### Metal 1, run 1

The bar under the picture is 20 um long. Supply wires on this layer in grey.
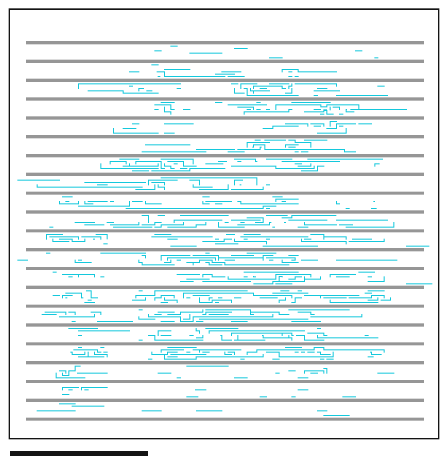
### Signal wires on met2, run 1

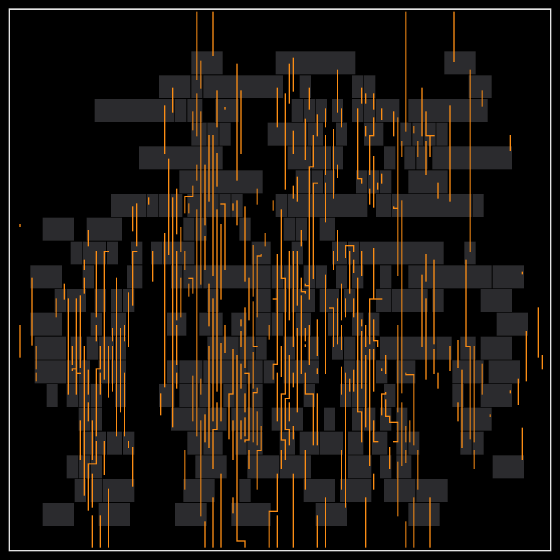
### Signal wires on met3, run 1

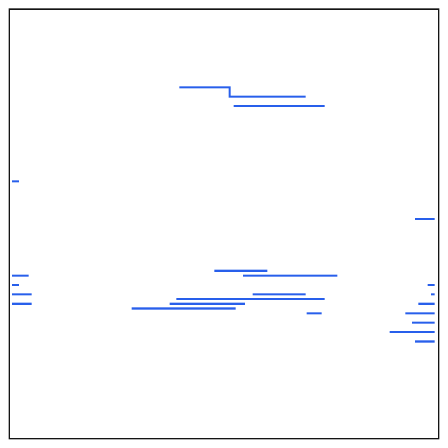
[src/rtl/mcu_pkg.sv]
// Shared types and encodings for the multi-cycle RV32I control unit.
// The state ordering fixes the debug encoding seen on state_o.
package mcu_pkg;

  typedef enum logic [3:0] {
    FETCH     = 4'd0,
    DECODE    = 4'd1,
    EXEC_R    = 4'd2,
    EXEC_I    = 4'd3,
    LUI       = 4'd4,
    MEM_ADDR  = 4'd5,
    MEM_READ  = 4'd6,
    MEM_WRITE = 4'd7,
    MEM_WB    = 4'd8,
    ALU_WB    = 4'd9,
    BRANCH    = 4'd10,
    JALR_ADDR = 4'd11,
    JUMP      = 4'd12,
    TRAP      = 4'd13
  } state_e;

  localparam logic [6:0] OP_R      = 7'b0110011;
  localparam logic [6:0] OP_I      = 7'b0010011;
  localparam logic [6:0] OP_LOAD   = 7'b0000011;
  localparam logic [6:0] OP_STORE  = 7'b0100011;
  localparam logic [6:0] OP_BRANCH = 7'b1100011;
  localparam logic [6:0] OP_JAL    = 7'b1101111;
  localparam logic [6:0] OP_JALR   = 7'b1100111;
  localparam logic [6:0] OP_LUI    = 7'b0110111;

  localparam logic [1:0] SRC_A_PC     = 2'b00;
  localparam logic [1:0] SRC_A_OLDPC  = 2'b01;
  localparam logic [1:0] SRC_A_RS1    = 2'b10;
  localparam logic [1:0] SRC_A_ZERO   = 2'b11;

  localparam logic [1:0] SRC_B_RS2    = 2'b00;
  localparam logic [1:0] SRC_B_IMM    = 2'b01;
  localparam logic [1:0] SRC_B_FOUR   = 2'b10;

  localparam logic [1:0] ALU_ADD      = 2'b00;
  localparam logic [1:0] ALU_SUB      = 2'b01;
  localparam logic [1:0] ALU_RFUNCT   = 2'b10;
  localparam logic [1:0] ALU_IFUNCT   = 2'b11;

  localparam logic [1:0] RES_ALUOUT   = 2'b00;
  localparam logic [1:0] RES_MEM      = 2'b01;
  localparam logic [1:0] RES_ALU      = 2'b10;

  localparam logic [1:0] CAUSE_NONE    = 2'b00;
  localparam logic [1:0] CAUSE_ILLEGAL = 2'b01;
  localparam logic [1:0] CAUSE_TIMEOUT = 2'b10;

  typedef struct packed {
    logic       pc_write;
    logic       ir_write;
    logic       iord;
    logic       mem_read;
    logic       mem_write;
    logic       reg_write;
    logic       branch;
    logic [1:0] alu_src_a;
    logic [1:0] alu_src_b;
    logic [1:0] alu_op;
    logic [1:0] result_src;
    logic       retire;
  } ctrl_t;

endpackage

[src/rtl/mem_wait_timer.sv]
// Counts memory wait cycles; expired flags the wait cycle that uses up the budget.
// LIMIT = 0 disables expiry entirely.
module mem_wait_timer #(
  parameter int LIMIT = 16,
  parameter int CNT_W = 5
) (
  input  logic clk,
  input  logic rst_n,
  input  logic clear,
  input  logic enable,
  output logic expired
);

  localparam logic [CNT_W-1:0] LAST = CNT_W'((LIMIT > 0) ? LIMIT - 1 : 0);

  logic [CNT_W-1:0] count;
  logic             at_last;

  assign at_last = (count == LAST);
  // count holds the waits already spent, so this wait is the LIMIT-th one
  assign expired = (LIMIT > 0) && enable && at_last;

  always_ff @(posedge clk or negedge rst_n) begin
    if (!rst_n) begin
      count <= '0;
    end else if (clear) begin
      count <= '0;
    end else if (enable && !at_last) begin
      count <= count + CNT_W'(1);
    end
  end

endmodule

[src/rtl/multicycle_control_unit.sv]
// Multi-cycle RV32I control FSM: sequences fetch/decode/execute/memory/writeback
// over a shared memory port with a ready handshake, wait timeout and traps.
module multicycle_control_unit
  import mcu_pkg::*;
#(
  parameter int MEM_TIMEOUT = 16,
  parameter int TO_W = (MEM_TIMEOUT > 0) ? $clog2(MEM_TIMEOUT + 1) : 1
) (
  input  logic       clk_i,
  input  logic       rst_ni,
  input  logic [6:0] opcode_i,
  input  logic       mem_ready_i,
  output logic       pc_write_o,
  output logic       ir_write_o,
  output logic       iord_o,
  output logic       mem_read_o,
  output logic       mem_write_o,
  output logic       reg_write_o,
  output logic       branch_o,
  output logic [1:0] alu_src_a_o,
  output logic [1:0] alu_src_b_o,
  output logic [1:0] alu_op_o,
  output logic [1:0] result_src_o,
  output logic       retire_o,
  output logic       trap_o,
  output logic [1:0] trap_cause_o,
  output logic [3:0] state_o
);

  state_e     state, state_next;
  logic [1:0] cause, cause_next;
  ctrl_t      ctrl, ctrl_gated;
  logic       waiting, expired;

  assign waiting = ((state == FETCH) || (state == MEM_READ) || (state == MEM_WRITE))
                   && !mem_ready_i;

  mem_wait_timer #(
    .LIMIT (MEM_TIMEOUT),
    .CNT_W (TO_W)
  ) u_timer (
    .clk     (clk_i),
    .rst_n   (rst_ni),
    .clear   (state_next != state),
    .enable  (waiting),
    .expired (expired)
  );

  always_ff @(posedge clk_i or negedge rst_ni) begin
    if (!rst_ni) begin
      state <= FETCH;
      cause <= CAUSE_NONE;
    end else begin
      state <= state_next;
      cause <= cause_next;
    end
  end

  always_comb begin
    state_next = state;
    cause_next = cause;
    ctrl       = '0;
    case (state)
      FETCH: begin
        ctrl.mem_read   = 1'b1;
        ctrl.alu_src_a  = SRC_A_PC;
        ctrl.alu_src_b  = SRC_B_FOUR;
        ctrl.alu_op     = ALU_ADD;
        ctrl.result_src = RES_ALU;
        if (mem_ready_i) begin
          ctrl.ir_write = 1'b1;
          ctrl.pc_write = 1'b1;
          state_next    = DECODE;
        end else if (expired) begin
          state_next = TRAP;
          cause_next = CAUSE_TIMEOUT;
        end
      end
      DECODE: begin
        ctrl.alu_src_a = SRC_A_OLDPC;
        ctrl.alu_src_b = SRC_B_IMM;
        ctrl.alu_op    = ALU_ADD;
        case (opcode_i)
          OP_R:               state_next = EXEC_R;
          OP_I:               state_next = EXEC_I;
          OP_LOAD, OP_STORE:  state_next = MEM_ADDR;
          OP_BRANCH:          state_next = BRANCH;
          OP_JAL:             state_next = JUMP;
          OP_JALR:            state_next = JALR_ADDR;
          OP_LUI:             state_next = LUI;
          default: begin
            state_next = TRAP;
            cause_next = CAUSE_ILLEGAL;
          end
        endcase
      end
      EXEC_R: begin
        ctrl.alu_src_a = SRC_A_RS1;
        ctrl.alu_src_b = SRC_B_RS2;
        ctrl.alu_op    = ALU_RFUNCT;
        state_next     = ALU_WB;
      end
      EXEC_I: begin
        ctrl.alu_src_a = SRC_A_RS1;
        ctrl.alu_src_b = SRC_B_IMM;
        ctrl.alu_op    = ALU_IFUNCT;
        state_next     = ALU_WB;
      end
      LUI: begin
        ctrl.alu_src_a = SRC_A_ZERO;
        ctrl.alu_src_b = SRC_B_IMM;
        ctrl.alu_op    = ALU_ADD;
        state_next     = ALU_WB;
      end
      MEM_ADDR: begin
        ctrl.alu_src_a = SRC_A_RS1;
        ctrl.alu_src_b = SRC_B_IMM;
        ctrl.alu_op    = ALU_ADD;
        state_next     = (opcode_i == OP_LOAD) ? MEM_READ : MEM_WRITE;
      end
      MEM_READ: begin
        ctrl.mem_read = 1'b1;
        ctrl.iord     = 1'b1;
        if (mem_ready_i) begin
          state_next = MEM_WB;
        end else if (expired) begin
          state_next = TRAP;
          cause_next = CAUSE_TIMEOUT;
        end
      end
      MEM_WRITE: begin
        ctrl.mem_write = 1'b1;
        ctrl.iord      = 1'b1;
        if (mem_ready_i) begin
          ctrl.retire = 1'b1;
          state_next  = FETCH;
        end else if (expired) begin
          state_next = TRAP;
          cause_next = CAUSE_TIMEOUT;
        end
      end
      MEM_WB: begin
        ctrl.reg_write  = 1'b1;
        ctrl.result_src = RES_MEM;
        ctrl.retire     = 1'b1;
        state_next      = FETCH;
      end
      ALU_WB: begin
        ctrl.reg_write  = 1'b1;
        ctrl.result_src = RES_ALUOUT;
        ctrl.retire     = 1'b1;
        state_next      = FETCH;
      end
      BRANCH: begin
        ctrl.alu_src_a  = SRC_A_RS1;
        ctrl.alu_src_b  = SRC_B_RS2;
        ctrl.alu_op     = ALU_SUB;
        ctrl.branch     = 1'b1;
        ctrl.result_src = RES_ALUOUT;
        ctrl.retire     = 1'b1;
        state_next      = FETCH;
      end
      JALR_ADDR: begin
        ctrl.alu_src_a = SRC_A_RS1;
        ctrl.alu_src_b = SRC_B_IMM;
        ctrl.alu_op    = ALU_ADD;
        state_next     = JUMP;
      end
      JUMP: begin
        // PC takes the target already in ALUOut while the ALU forms the link value
        ctrl.pc_write   = 1'b1;
        ctrl.result_src = RES_ALUOUT;
        ctrl.alu_src_a  = SRC_A_OLDPC;
        ctrl.alu_src_b  = SRC_B_FOUR;
        ctrl.alu_op     = ALU_ADD;
        state_next      = ALU_WB;
      end
      TRAP: begin
        state_next = TRAP;
      end
      default: begin
        state_next = TRAP;
      end
    endcase
  end

  // Enables are forced off while reset is held so an aborted access stops at once
  assign ctrl_gated = rst_ni ? ctrl : '0;

  assign pc_write_o   = ctrl_gated.pc_write;
  assign ir_write_o   = ctrl_gated.ir_write;
  assign iord_o       = ctrl_gated.iord;
  assign mem_read_o   = ctrl_gated.mem_read;
  assign mem_write_o  = ctrl_gated.mem_write;
  assign reg_write_o  = ctrl_gated.reg_write;
  assign branch_o     = ctrl_gated.branch;
  assign alu_src_a_o  = ctrl_gated.alu_src_a;
  assign alu_src_b_o  = ctrl_gated.alu_src_b;
  assign alu_op_o     = ctrl_gated.alu_op;
  assign result_src_o = ctrl_gated.result_src;
  assign retire_o     = ctrl_gated.retire;
  assign trap_o       = (state == TRAP);
  assign trap_cause_o = cause;
  assign state_o      = state;

endmodule
[config.mk]
export PLATFORM = sky130hd
export DESIGN_NAME = multicycle_control_unit
export DESIGN_NICKNAME = d
export VERILOG_FILES = /design/src/rtl/mcu_pkg.sv /design/src/rtl/mem_wait_timer.sv /design/src/rtl/multicycle_control_unit.sv
export SDC_FILE = /design/constraint.sdc
export NUM_CORES = 1
export LEC_CHECK = 0
export ABC_AREA = 1
export CAP_MARGIN = 15
export CORE_MARGIN = 2
export CORE_UTILIZATION = 35
export DETAILED_ROUTE_END_ITERATION = 10
export SETUP_SLACK_MARGIN = 0.2
export SLEW_MARGIN = 20
export SYNTH_ARGS = -nofsm -noshare
export SYNTH_HDL_FRONTEND = slang
export SYNTH_HIERARCHICAL = 1
export SYNTH_SLANG_ARGS = --single-unit
[constraint.sdc]
create_clock -name clk_i -period 2.8 [get_ports clk_i]
set_input_delay 0.42 -clock clk_i [delete_from_list [all_inputs] [get_ports clk_i]]
set_output_delay 0.42 -clock clk_i [all_outputs]
set_load 0.02 [all_outputs]
==> notes.md, run 1 <==
The full implementation flow was run.

The flow ran to the end, and the final reports show no timing, DRC or antenna violations. The report puts the hold buffer count at CTS at 0. The site row count stands at 20. The global routing stage identified its most utilized layer as met2. For the pin with the worst max-slew slack, the measured transition is 0.264 ns. The final cell count without fillers stands at 281.

The number of logic stages on the critical path including buffering stands at 6. Along the critical path, the tally of buffer and inverter instances is 3. Looking at the VDD voltage map, the peak drop is 0.000147 V.

In the routed design, unresolved DRC markers number 0. The commonest cells after synthesis are 56 x sky130_fd_sc_hd__nand2_1, 33 x sky130_fd_sc_hd__nor2_1, 26 x sky130_fd_sc_hd__inv_1. The number of setup buffers added after CTS stands at 0. After routing the design area is 1590 um^2. The number of H-tree levels stands at 1.

The register with the most flip-flops in the layout has 5 of them. Of the total standard cell area in the layout, the multi-input combinational portion is 46.6%. The net switching power stands at 0.0000761 W. The top cell types in the final layout, fill and taps aside, are 56 x sky130_fd_sc_hd__nand2_1, 33 x sky130_fd_sc_hd__nor2_1, 31 x sky130_fd_sc_hd__clkdlybuf4s50_1, 26 x sky130_fd_sc_hd__inv_1, 16 x sky130_fd_sc_hd__nand3_1. In this run the clock root is driven by a sky130_fd_sc_hd__clkbuf_4. Summing the sequential cell areas from Yosys gives 23.5% of the chip area. The critical path data required time stands at 2.38 ns.

The plain and repair buffers instantiated in the layout total 37. The number of storage elements in the synthesis netlist stands at 11. The worst setup path is launched from a flip-flop.

The total area of multi-input combinational cells stands at 741 um^2. The highest fanout seen on the critical path stands at 10. The final report gives the core utilization as 50.8%. The number of warning messages in the logs stands at 26. The fraction of standard cell area that is sequential stands at 17.6%. Per the OpenROAD power report, leakage power amounts to 0.773 nW. For reference, the top cells by area after synthesis are sky130_fd_sc_hd__dfrtp_1 24%, sky130_fd_sc_hd__nand2_1 18%, sky130_fd_sc_hd__nor2_1 11%. The number of enable-type register cells in the synthesized netlist stands at 0.

The peak per-stage delay on the critical path stands at 0.64 ns. The CTS log lists the clock sinks for this run as 11. The path class of the tightest hold or removal check is in2async. The flow measured a signed area growth from synthesis to layout of 35.9%. The area taken by sequential standard cells is reported as 280 um^2. After detailed routing, the met2 layer carries 1490 um of wire. For this block, wires on met1 add up to 1410 um.

In this run, placement finished with an instance count of 277. Routed signal wires occupy layers up through met3. In this run, CTS created clock tree buffers numbering 3. In this run the full chip footprint comes out at 3820 um^2.

After layout, the worst path uses 88.9% of the clock period. The clock-pin transition on the worst setup and hold timing paths stands at 0.07 ns. Total global-route track usage over all layers is 17.2%. sky130_fd_sc_hd__dfrtp_1 takes more of the synthesized area than any other cell. Per the cell usage report, the commonest logic cell in the layout is sky130_fd_sc_hd__nand2_1. The number of search-and-repair iterations in the first detailed-routing pass stands at 4. The number of logic inverters in the finished layout stands at 34. The part of the total power dissipated in sequential elements stands at 51.5%. Before any placement, the netlist area is recorded as 1170 um^2. The total design power stands at 0.000310 W.

For this design the ratio of total power to cell area is 195 nW/um^2. The critical path starts at state_o[2]. In this design, the largest share of critical-path delay is due to buffers and inverters. The clock tree cell share of total cell area stands at 1.65%. The half-perimeter wire length of the detailed placement result stands at 2540 um. Setup repair after global routing left no endpoint under its margin. The largest net degree at the start of global routing stands at 14.

The layout has 342 filler cells. The count of cells along the worst register-to-register path stands at 17. The count of buffers inserted at the top-level ports stands at 32. After technology mapping, the gate count stands at 199. The number of max-capacitance violations reported stands at 0. The post-route clock skew stands at 0.00305 ns. Per the Yosys statistics, synthesis produced 199 cells.

The first global-routing pass estimated 4950 um of wire. Per the synthesis report, the number of distinct cell types is 24. In the routed layout, each cell is associated on average with a via count of 4.63. The proportion of layout cells with a drive suffix above 1 stands at 16.0%. Ranked by flip-flop count, first place goes to u_timer/count.

The max-slew check reports its worst relative slack as 82.3%. The area fraction of the largest cell type after synthesis is 23.5%. The detailed router finished its first iteration with 60 violations. In the synthesized netlist the async set-or-reset flop fraction comes to 100%. Setup violations remaining at the end of the flow were counted as 0. The largest cell class by area is combinational gates. sky130_fd_sc_hd__nand2_1 is the most common cell in the netlist. In the setup report, the worst path falls into the class reg2out. In the power breakdown, the internal column shows 0.000234 W.

The mean instance size in the synthesized netlist stands at 5.88 um^2. The synthesized net count stands at 211. For this run, combinational gates with multiple inputs come to 151. The total area inside the core boundary comes to 3130 um^2. In this run the critical register-to-register path is launched from u_timer/count[0].

The chip area estimate from yosys synthesis stands at 1170 um^2. In the synthesized netlist the dominant register cell turns out to be sky130_fd_sc_hd__dfrtp_1. TritonCTS built the clock tree. The design has 11 sequential cells. The number of antenna violations at the first check in global routing stands at 0. The worst path needs 2.49 ns of the cycle, external delays included. The signal on the critical path passes through nor2_1 > inv_1 > nor2_2 > inv_1 > a31oi_1 > clkdlybuf4s50_1. The OpenROAD report gives the critical path a data arrival time of 2.07 ns. The timing report shows the most common cell along the critical path to be sky130_fd_sc_hd__inv_1.

In the post-route analysis, the smallest setup slack over all paths is 0.310 ns. The clock network is responsible for 34.9% of the overall power. In this run the critical register-to-register path is captured at u_timer/count[4]. The share of power burned in combinational logic stands at 13.6%. STA classifies the critical path endpoint as an output pin.
Back to the opening pictures, 'Metal 1':
The layer holds 46% of the routed length. The layer carries 1410 um of wire. 222 nets have wire on it. The wires run mostly horizontal.
Global Route met1 Usage: 23.0%
aggregate routed wire length: 3040 um
via count: 1302

Back to the opening pictures, 'Signal wires on met2':
197 nets have wire on it. The layer carries 1490 um of wire. The wires run mostly vertical.
met2 Use GR: 29.0%

Back to the opening pictures, 'Signal wires on met3':
The wires run mostly horizontal. The longest straight run is 21.2 um. The layer holds 4.6% of the routed length. 22 nets have wire on it. The layer carries 138 um of wire.
GR Util met3: 4.35%

==> run 1: cell families after synthesis <==
group / count (synthesis) / share of synthesized area (%)
and+or+nand+nor: 129 / 50.8
buffers and inverters: 37 / 13.2
DFF: 11 / 23.5
adders and majority gates: 2 / 2.14
AOI/OAI and AO/OA: 20 / 10.4
==> run 1: power by group through the flow <==
stage	combinational [W]	sequential (W)	clock [W]
finish	0.0000422	0.000160	0.000108
global route	0.0000477	0.000160	0.000119
CTS	0.0000431	0.000160	0.000112
detailed placement	0.0000430	0.000163	0
global placement	0.0000429	0.000163	0
floorplan	0.0000137	0.000164	0
==> run 1: repair_timing <==
action / 4_1_cts / 5_1_grt
hold endpoints to repair: 0 / 0
resized: 0 / 5
endpoints found under the setup margin: 0 / 8
==> run 2: changes to the inputs <==
- SLEW_MARGIN: 20 -> 5
### Signal metal coverage by tile, run 2

12 x 12 tiles, from dark blue (low) to red (high), scaled to the fullest tile. Values are wire area over tile area, all layers added.
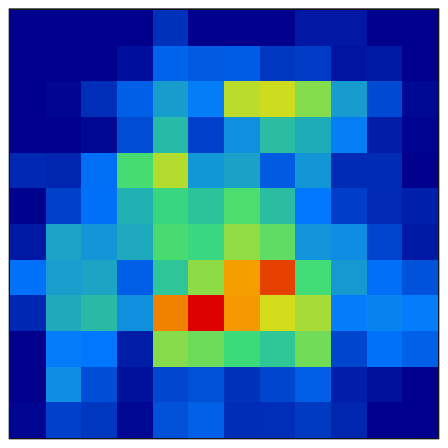
15% of the tiles are over half the peak. 20% of the tiles are nearly empty. The densest ninth of the die: centre.
overall track demand over capacity in global routing: 17.2%
per-cell routed wire length: 10.8 um

==> notes.md, run 2 <==
The full implementation flow was run.

The clock tree cell share of total cell area stands at 1.65%. The final routed DRC violation total stands at 0. The power report attributes to the sequential group a share of 51.5%.

Counting flops per register, the top entry is u_timer/count. The total of plain and repair buffers excluding clock buffers stands at 37. The leakage component of the power was reported as 0.773 nW. The highest fanout seen on the critical path stands at 10. Per the cell usage report, the commonest logic cell in the layout is sky130_fd_sc_hd__nand2_1. After the first detailed-routing iteration, the DRC count stood at 60. Detailed placement ended at an HPWL of 2540 um. After synthesis, flip-flops and latches occupy 23.5% of the total area. On the critical path the data arrives at 2.07 ns. Relative to the synthesized area, the layout overhead comes to 35.9%.

The biggest area contributor in the post-synthesis netlist is sky130_fd_sc_hd__dfrtp_1. The number of buffers created by CTS stands at 3. The post-synthesis cell count from yosys stands at 199. After synthesis, the cell types taking the most area are sky130_fd_sc_hd__dfrtp_1 24%, sky130_fd_sc_hd__nand2_1 18%, sky130_fd_sc_hd__nor2_1 11%. Among all cell types in the netlist, the one instantiated most often is sky130_fd_sc_hd__nand2_1. The synthesized netlist devotes 2.14% of its cell area to adder and majority cells. The site row count stands at 20.

The number of distinct library cell variants in the gate-level netlist after synthesis stands at 24. The fraction of standard cell area that is sequential stands at 17.6%. Sequential cells consume a total of 0.000160 W. Setup repair after global routing left no endpoint under its margin. By instance count, the cell type seen most on the critical path is sky130_fd_sc_hd__inv_1. The cell area that synthesis handed to floorplanning was 1170 um^2.

The total design power stands at 0.000310 W. The number of logic gates stands at 151. The biggest slice of the area belongs to combinational gates. The share of the final layout cell area in multi-input gates stands at 46.6%. The overall die area stands at 3820 um^2. The clock network fraction of design power stands at 34.9%. Traced cell by cell, the critical path runs through nor2_1 > inv_1 > nor2_2 > inv_1 > a31oi_1 > clkdlybuf4s50_1. The power report lists cell-internal power as 0.000234 W. The async set or reset register ratio after synthesis stands at 100%. The number of antenna violations at the first check in global routing stands at 0. Across the VDD grid, the largest voltage drop is 0.000147 V.

The number of logic inverters in the finished layout stands at 34. The core region is 3130 um^2. The layout report lists the combined flip-flop and latch area as 280 um^2. The worst path needs 2.49 ns of the cycle, external delays included. The buffer and inverter count on the worst path stands at 3.

For this block, the routed nets add up to 3040 um of wire. The timing report gives the clock slew at the launch and capture registers of the worst setup and hold paths as 0.07 ns. Ranked by power, first place goes to registers. The layout stage reports a final design area of 1590 um^2. In this run the power density over the cells is 195 nW/um^2. At floorplan, the net count of the design was reported as 211. The post-synth register bit count is 11. For the combinational group, total power comes out at 0.0000422 W. The clock-net power stands at 0.000108 W. The largest single stage delay on the critical path is 0.64 ns. The report lists the number of cells resized after CTS as 0.

The post-synthesis mux area share stands at 0%. Once placement completed, the tool counted placed cells totaling 277. The tree is rooted in a sky130_fd_sc_hd__clkbuf_4. The cell-mix breakdown from Yosys lists the simple-gate area share as 50.8%. The final cycle utilization of the critical path stands at 88.9%. Leaving out fill and tap cells, the most frequent cells in the layout are 56 x sky130_fd_sc_hd__nand2_1, 33 x sky130_fd_sc_hd__nor2_1, 31 x sky130_fd_sc_hd__clkdlybuf4s50_1, 26 x sky130_fd_sc_hd__inv_1, 16 x sky130_fd_sc_hd__nand3_1.

The register with the most flip-flops in the layout has 5 of them. After layout, the setup clock skew is reported as 0.00305 ns. The measured slew at the worst slew-check pin stands at 0.264 ns. The filler cells instantiated in the layout total 342.

Combinational logic burns 13.6% of the power. The area share of the largest cell type after synthesis stands at 23.5%. The flow ran to the end, and the final reports show no timing, DRC or antenna violations.

Counting flops with a built-in enable in the synthesized netlist gives 0. Per the CTS log, the maximum H-tree level is 1. Per the run summary, max-cap violations total 0.

Summing the areas of all xor and xnor instances in the mapped netlist gives 0% of the synthesized area. The proportion of layout cells with a drive suffix above 1 stands at 16.0%. The largest net degree at the start of global routing stands at 14. The final cell count without fillers stands at 281. Across all checked pins, the minimum headroom to the slew limit is 82.3%. The TritonCTS sink count stands at 11.

The total area of multi-input combinational cells stands at 741 um^2. The number of warning messages in the logs stands at 26. The final core utilization stands at 50.8%. The total of hold buffers inserted after clock tree synthesis stands at 0.

In the synthesized netlist, the cells that appear most often are 56 x sky130_fd_sc_hd__nand2_1, 33 x sky130_fd_sc_hd__nor2_1, 26 x sky130_fd_sc_hd__inv_1. The number of search-and-repair iterations in the first detailed-routing pass stands at 4. The count of buffers inserted at the top-level ports stands at 32.
## run 2: cell counts after synthesis
No cell type changed its count.
## run 2: final timing paths
check / startpoint / end / slack, ns / depth (start not counted)
hold / removal: rst_ni / state_o[1] / 0.50 / 2
hold reg to reg: u_timer/count[4] / u_timer/count[4] / 0.53 / 2
setup / recovery: state_o[2] / alu_src_b_o[0] / 0.31 / 6
min in group clk_i: u_timer/count[4] / u_timer/count[4] / 0.53 / 2
setup reg to reg: u_timer/count[0] / u_timer/count[4] / 0.46 / 17
max in group asynchronous: rst_ni / state_o[3] / 2.13 / 2
## run 2: per-layer routing
layer | part of all wire (%) | track usage, % | vias up
met5 | 0 | 0 | -
met4 | 0 | 1.82 | 0
met3 | 4.5 | 4.35 | 0
met2 | 49 | 29.0 | 32
met1 | 46 | 23.0 | 570
li1 | - | - | 700
==> run 3: changes to the inputs <==
==> constraint.sdc (replaced) <==
create_clock -name clk_i -period 2.8 [get_ports clk_i]
set_input_delay 0.42 -clock clk_i [delete_from_list [all_inputs] [get_ports clk_i]]
set_output_delay 0.42 -clock clk_i [all_outputs]
set_load 0.01 [all_outputs]
### Metal 1, run 3

The bar under the picture is 20 um long. Supply wires on this layer in grey.
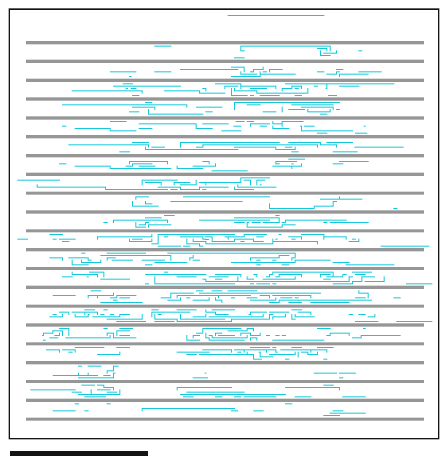
The layer holds 50% of the routed length. 221 nets have wire on it. The wires run mostly horizontal. The longest straight run is 20.7 um.
aggregate routed wire length: 2980 um
Global Route met1 Usage: 25.0%

==> notes.md, run 3 <==
The full implementation flow was run.

After synthesis, the largest family of logic cells by area is simple AND/OR/NAND/NOR gates. In the post-synthesis netlist, the biggest area contributors are sky130_fd_sc_hd__dfrtp_1 24%, sky130_fd_sc_hd__nand2_1 18%, sky130_fd_sc_hd__nor2_1 11%. Counting flops per register, the top entry is u_timer/count. The post-synthesis cell count from yosys stands at 199. CTS placed an instance of sky130_fd_sc_hd__clkbuf_4 at the clock tree root.

The static leakage power stands at 0.776 nW. For reference, the clock transition at the flip-flops on the worst setup and hold paths is 0.07 ns. The final routed DRC violation total stands at 0. The worst setup path is launched from a flip-flop. Summing the sequential cell areas from Yosys gives 23.5% of the chip area. In the log, the iteration count for the first detailed-route pass is 4. The count of instances resized after the clock tree is built stands at 0. The post-CTS hold buffer count recorded in the log is 0. The register with the most flip-flops in the layout has 5 of them. The number of max-capacitance violations reported stands at 0. The setup slack after layout stands at 0.358 ns. The clock network fraction of design power stands at 34.5%. The worst setup path is captured at an output pin. The register-to-register path setup slack stands at 0.50 ns. For the pin with the worst max-slew slack, the measured transition is 0.407 ns. The min-delay analysis places its worst path in the category in2async. The number of enable-type register cells in the synthesized netlist stands at 0. The power per cell area stands at 192 nW/um^2. The wire length per cell stands at 10.6 um. STA shows the worst reg2reg path with a cell count of 19. The peak per-stage delay on the critical path stands at 0.52 ns.

The number of logic inverters in the finished layout stands at 34. Of the total synthesized cell area, the portion taken by full adders, half adders and majority gates is 2.14%. The commonest cells after synthesis are 56 x sky130_fd_sc_hd__nand2_1, 33 x sky130_fd_sc_hd__nor2_1, 26 x sky130_fd_sc_hd__inv_1. For this run, asynchronously set or reset flops after synthesis account for 100%.

The number of distinct library cell variants in the gate-level netlist after synthesis stands at 24. The share of power burned in combinational logic stands at 13.1%. The final cycle utilization of the critical path stands at 87.2%. The count of flip-flops and latches stands at 11. Buffers placed on the I/O ports in this run total 32.

The total area of multi-input combinational cells stands at 746 um^2. Registers are responsible for 52.3% of the overall power. The TritonCTS sink count stands at 11.

The net switching power stands at 0.0000757 W. Per the timing report, the biggest fanout along the worst path comes to 8. Internal power comes to 0.000230 W. The biggest slice of the total power is consumed by registers. The final core utilization stands at 51.0%. Combinational cells consume a total of 0.0000402 W. The post-synthesis simple-gate area fraction stands at 50.8%.

For the finished layout, the period the worst path requires is 2.44 ns. The fraction of standard cell area that is sequential stands at 17.4%. The synthesized netlist has a Yosys-reported chip area of 1170 um^2. The overall die area stands at 3820 um^2.

TritonCTS built the clock tree. The cell area after layout stands at 1590 um^2. The top cell type in the final layout, fill and taps aside, is sky130_fd_sc_hd__nand2_1. Broken down by cell family, the worst path's largest delay share belongs to buffers and inverters. Looking at the cell usage after synthesis, the top flip-flop cell is sky130_fd_sc_hd__dfrtp_1. The max-slew check reports its worst relative slack as 72.8%. OpenROAD emitted warnings numbering 27.

The report lists the cells along the critical path as buf_4 > nor2_1 > inv_1 > o21ai_0 > o21ai_0 > inv_1 > clkdlybuf4s50_1. The post-synthesis share of cell area spent on and-or and or-and gates stands at 10.4%. For reference, XOR and XNOR gates occupy 0% of the area reported after synthesis. The global-route usage over all layers stands at 16.6%. The fill cell total of the finished layout stands at 342.

Measured on the final layout, the clock distribution area share stands at 1.73%. The number of storage elements in the synthesis netlist stands at 11. The run finished with clean final reports. The proportion of layout cells with a drive suffix above 1 stands at 16.0%. The number of antenna violations at the first check in global routing came to 0. The sequential cell area stands at 278 um^2.
-- run 3: path summary, 6_finish.rpt --
check                                startpoint               end
worst max-delay path                 state_o[2]    alu_src_a_o[1]
min in group clk_i              trap_cause_o[1]   trap_cause_o[1]
worst min register to register  trap_cause_o[1]   trap_cause_o[1]
worst max register to register       state_o[2]  u_timer/count[4]
max in group asynchronous                rst_ni        state_o[3]
worst min-delay path                     rst_ni  u_timer/count[2]
-- run 3: kinds of logic after synthesis --
kind of cell / Yosys count
fa+ha+maj: 2
simple gates: 129
buf+inv: 37
flops: 11
compound gates: 20
-- run 3: routing by layer --
metal | vias to the layer above | share of wire (%) | global-route usage, %
met5 | - | 0 | 0
li1 | 697 | - | -
met1 | 562 | 50 | 25.0
met4 | 0 | 0 | 0.912
met2 | 40 | 45 | 26.0
met3 | 0 | 4.7 | 3.11
Power figures rest on the tool's default switching activity, not on a simulated workload.
